===== config.mk =====
export PLATFORM = sky130hd
export DESIGN_NAME = ttd_sequencer
export DESIGN_NICKNAME = d
export VERILOG_FILES = /design/src/rtl/ttd_sequencer.sv
export SDC_FILE = /design/constraint.sdc
export NUM_CORES = 1
export LEC_CHECK = 0
export CAP_MARGIN = 30
export CORE_MARGIN = 10
export CORE_UTILIZATION = 55
export CTS_BUF_LIST = sky130_fd_sc_hd__clkbuf_16
export DETAILED_ROUTE_END_ITERATION = 12
export PLACE_DENSITY = 0.81
export SETUP_SLACK_MARGIN = 0.02
export SLEW_MARGIN = 30
export SYNTH_ARGS = -nofsm -noshare
export SYNTH_HDL_FRONTEND = slang
export SYNTH_SLANG_ARGS = --single-unit
export TNS_END_PERCENT = 100

===== constraint.sdc =====
create_clock -name clk -period 1.95 [get_ports clk]
set_input_delay 0.2925 -clock clk [delete_from_list [all_inputs] [get_ports clk]]
set_output_delay 0.2925 -clock clk [all_outputs]
set_load 0.1 [all_outputs]

===== src/rtl/ttd_sequencer.sv =====
// Time-to-digital capacitor sequencer: discharge, timed charge, average 2^NSAMPLES_LOG2 samples.
// Result appears the cycle after the data_valid pulse; no backpressure, abort cancels a batch.
module ttd_sequencer #(
    parameter int TIMER_BITS       = 8,
    parameter int PRESCALE         = 4,
    parameter int DISCHARGE_CYCLES = 16,
    parameter int NSAMPLES_LOG2    = 2
) (
    input  logic                  clk,
    input  logic                  rst_n,
    input  logic                  start,
    input  logic                  continuous,
    input  logic                  abort,
    input  logic                  cmp_in,
    output logic                  rst_cap,
    output logic                  busy,
    output logic [TIMER_BITS-1:0] data_out,
    output logic                  data_valid,
    output logic                  timeout
);

    localparam int ACC_W = TIMER_BITS + NSAMPLES_LOG2;
    localparam int IDX_W = (NSAMPLES_LOG2 > 0) ? NSAMPLES_LOG2 : 1;
    localparam int PS_W  = (PRESCALE > 1) ? $clog2(PRESCALE) : 1;
    localparam int DC_W  = (DISCHARGE_CYCLES > 1) ? $clog2(DISCHARGE_CYCLES) : 1;

    localparam logic [TIMER_BITS-1:0] CNT_MAX  = '1;
    localparam logic [IDX_W-1:0]      IDX_LAST = IDX_W'((1 << NSAMPLES_LOG2) - 1);
    localparam logic [PS_W-1:0]       PS_LAST  = PS_W'(PRESCALE - 1);
    localparam logic [DC_W-1:0]       DC_LAST  = DC_W'(DISCHARGE_CYCLES - 1);

    typedef enum logic [2:0] {
        IDLE,
        DISCHARGE,
        CHARGE,
        ACCUM,
        DONE
    } state_t;

    state_t                state, state_nxt;
    logic                  cmp_meta, cmp_s;
    logic [DC_W-1:0]       dis_cnt;
    logic [PS_W-1:0]       prescale;
    logic [TIMER_BITS-1:0] count;
    logic [TIMER_BITS-1:0] sample;
    logic [ACC_W-1:0]      acc;
    logic [IDX_W-1:0]      idx;
    logic                  batch_to;

    always_ff @(posedge clk or negedge rst_n) begin
        if (!rst_n) begin
            cmp_meta <= 1'b0;
            cmp_s    <= 1'b0;
        end else begin
            cmp_meta <= cmp_in;
            cmp_s    <= cmp_meta;
        end
    end

    always_ff @(posedge clk or negedge rst_n) begin
        if (!rst_n) begin
            state <= IDLE;
        end else begin
            state <= state_nxt;
        end
    end

    always_comb begin
        state_nxt = state;
        case (state)
            IDLE:      if (start) state_nxt = DISCHARGE;
            DISCHARGE: if (dis_cnt == DC_LAST) state_nxt = CHARGE;
            CHARGE:    if (cmp_s || count == CNT_MAX) state_nxt = ACCUM;
            ACCUM:     state_nxt = (idx == IDX_LAST) ? DONE : DISCHARGE;
            DONE:      state_nxt = continuous ? DISCHARGE : IDLE;
            default:   state_nxt = IDLE;
        endcase
        if (abort && state != IDLE) state_nxt = IDLE;
    end

    assign rst_cap    = (state != CHARGE);
    assign busy       = (state != IDLE);
    assign data_valid = (state == DONE) && !abort;

    // Prescaler and counter idle at zero outside CHARGE, so every charge phase starts from k=0.
    always_ff @(posedge clk or negedge rst_n) begin
        if (!rst_n) begin
            dis_cnt  <= '0;
            prescale <= '0;
            count    <= '0;
            sample   <= '0;
        end else begin
            dis_cnt <= (state == DISCHARGE) ? dis_cnt + DC_W'(1) : '0;
            if (state != CHARGE) begin
                prescale <= '0;
                count    <= '0;
            end else begin
                sample <= count;
                if (prescale == PS_LAST) begin
                    prescale <= '0;
                    if (count != CNT_MAX) count <= count + TIMER_BITS'(1);
                end else begin
                    prescale <= prescale + PS_W'(1);
                end
            end
        end
    end

    // Batch state is cleared in IDLE and DONE; DONE reads the old values before they clear.
    always_ff @(posedge clk or negedge rst_n) begin
        if (!rst_n) begin
            acc      <= '0;
            idx      <= '0;
            batch_to <= 1'b0;
            data_out <= '0;
            timeout  <= 1'b0;
        end else begin
            case (state)
                IDLE, DONE: begin
                    acc      <= '0;
                    idx      <= '0;
                    batch_to <= 1'b0;
                end
                CHARGE: begin
                    if (!cmp_s && count == CNT_MAX) batch_to <= 1'b1;
                end
                ACCUM: begin
                    acc <= acc + ACC_W'(sample);
                    if (idx != IDX_LAST) idx <= idx + IDX_W'(1);
                end
                default: ;
            endcase
            if (state == DONE && !abort) begin
                data_out <= TIMER_BITS'(acc >> NSAMPLES_LOG2);
                timeout  <= batch_to;
            end
        end
    end

endmodule


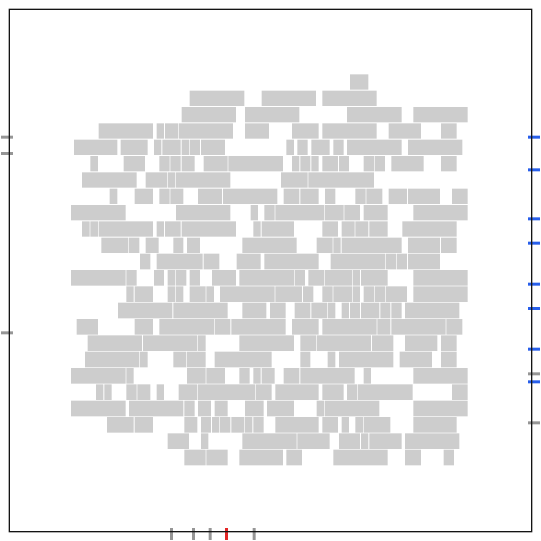
(I/O pins on the die edge)
Scale: 6 px per micron. Pins as bars across the die edge, other pins in grey.
colour	port	pins	direction	edge
blue	data_out	8	output	right
red	busy	1	output	bottom
all pins by edge	10 right, 5 bottom, 3 left
die height: 86.8 microns
input/output buffers: 17
die width: 86.8 microns

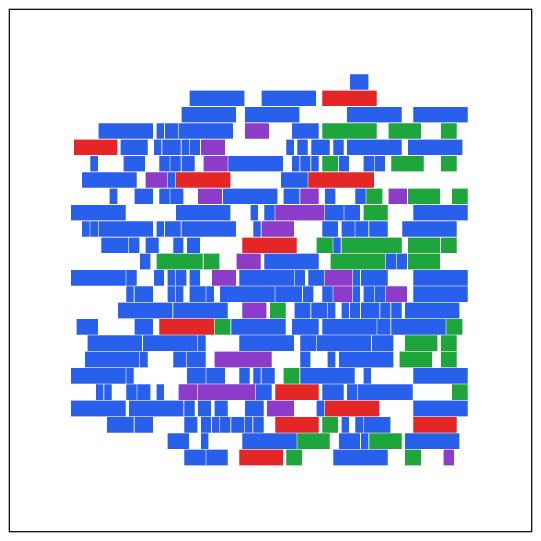
(cell sizes after repair)
Scale: 6 px per micron.
colour	size	cells
blue	x1 and smaller	181
red	x6 and larger	11
green	x3 and x4	32
purple	x2	20
Layout Cell Area excl Fill: 0.00296 sq mm
total of plain and repair buffers excluding clock buffers: 28
Synth-to-Final Area Change: 20.4%
worst setup margin: 0.0656 ns

==> CHANGELOG.md <==
### Changed

* Outcome: finished, violations left
* Violations in the final reports: negative hold slack
* Worst skew pair latency at slightly below 0.3 ns
* Number of global-route vias before repair at roughly 1700
* Number of warning messages in the yosys log at 0
* Most instantiated logic cell after routing: sky130_fd_sc_hd__dfrtp_1
* Worst Setup Start Kind: flop
* Data arrival time of the critical path at 2.09 ns
* Net switching share of the total power at 0.312
* Total power of the final layout at roughly 0.0028 W
* Hold_buf cts at 0
* Data required time at the worst endpoint at 2.16 ns
* Clock network fraction of design power at 0.339
* Share of Yosys cell area claimed by the top area cell type at 0.499
* Layout Utilization at 0.683
* Cell accounting for the most synthesized area: sky130_fd_sc_hd__dfrtp_1
* Detailed-routed wire length on met3 at approximately 280 microns
* Synth logic family: simple AND/OR/NAND/NOR gates
* Number of well-tap cells placed at roughly 52
* Floorplan core density at 0.568
* Antenna-violating nets left at 0
* CTS tree: built
* Seq cells at roughly 50
* Detailed-route via count at ~1700
* Global routing met2 resource utilization at 0.204
* Final hold slack at -0.00736 ns
* R2R depth at 8
* Top cells by area: sky130_fd_sc_hd__dfrtp_1 50%, sky130_fd_sc_hd__ha_1 6.1%, sky130_fd_sc_hd__mux2_4 5.5%, sky130_fd_sc_hd__mux2_2 3.2%, sky130_fd_sc_hd__nand3_1 2.4%
* Launch point of the critical path: sample[0]$_DFFE_PN0P_
* Count of mapped cells out of synthesis at around 220
* Routing layer with the top usage in global route: met2
* Clock-cell share at 0.0550
* Cell row count at 24
* Largest cell class by area: sequential cells
* Max Cap Violations at 0
* Final estimated routing congestion in global placement at 0.934
* Power consumed by combinational cells at ~0.00071 W
* Commonest register cell after synthesis: sky130_fd_sc_hd__dfrtp_1
* YS chip area at approximately 0.0025 sq mm
* Combinational group share of total power at 0.253
* Flip-flop and latch count after synthesis at between 40 and 50
* Post-synth design cell area at roughly 0.0025 sq mm
* Proportion of cell area occupied by multi-input gates at 0.402
* Net switching power at between 0.0008 and 0.0009 W
* Total count of max-transition violations in the final report at 0
* Number of failing setup endpoints in the final timing report at 0
* Power group with the highest consumption: sequential cells
* Placement Cell Area at between 0.002 and 0.003 sq mm
* Final hold violation count at 22
* Register area share after synthesis at 0.499
* Area occupied by registers at around 0.0012 sq mm
* Fraction of layout instances using a drive strength above 1 at 0.258
* Aoi/oai-family share of the synthesized area at 0.112
* Most frequent cells in the layout: 47 x sky130_fd_sc_hd__dfrtp_1, 18 x sky130_fd_sc_hd__buf_4, 16 x sky130_fd_sc_hd__nand2_1, 14 x sky130_fd_sc_hd__nor2_1
* Cell with the most instances after synthesis: sky130_fd_sc_hd__dfrtp_1
* Pin count of the biggest net entering global routing at 27
* Detailed-routing iteration count for the pre-antenna-repair pass at 4
* Number of buffers inserted during clock tree synthesis at 5
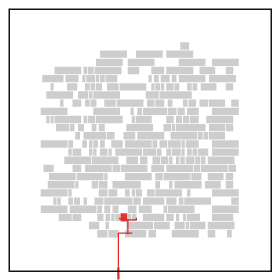
(nets reached from selected ports)
Scale: 3 px per micron.
colour	port	bits	direction	edge	end cells	buffers	wire
red	busy	1	output	bottom	1	1	28.3 microns
I/O Pins: 18

No activity file was given, so power comes from the tool's default toggle rates.
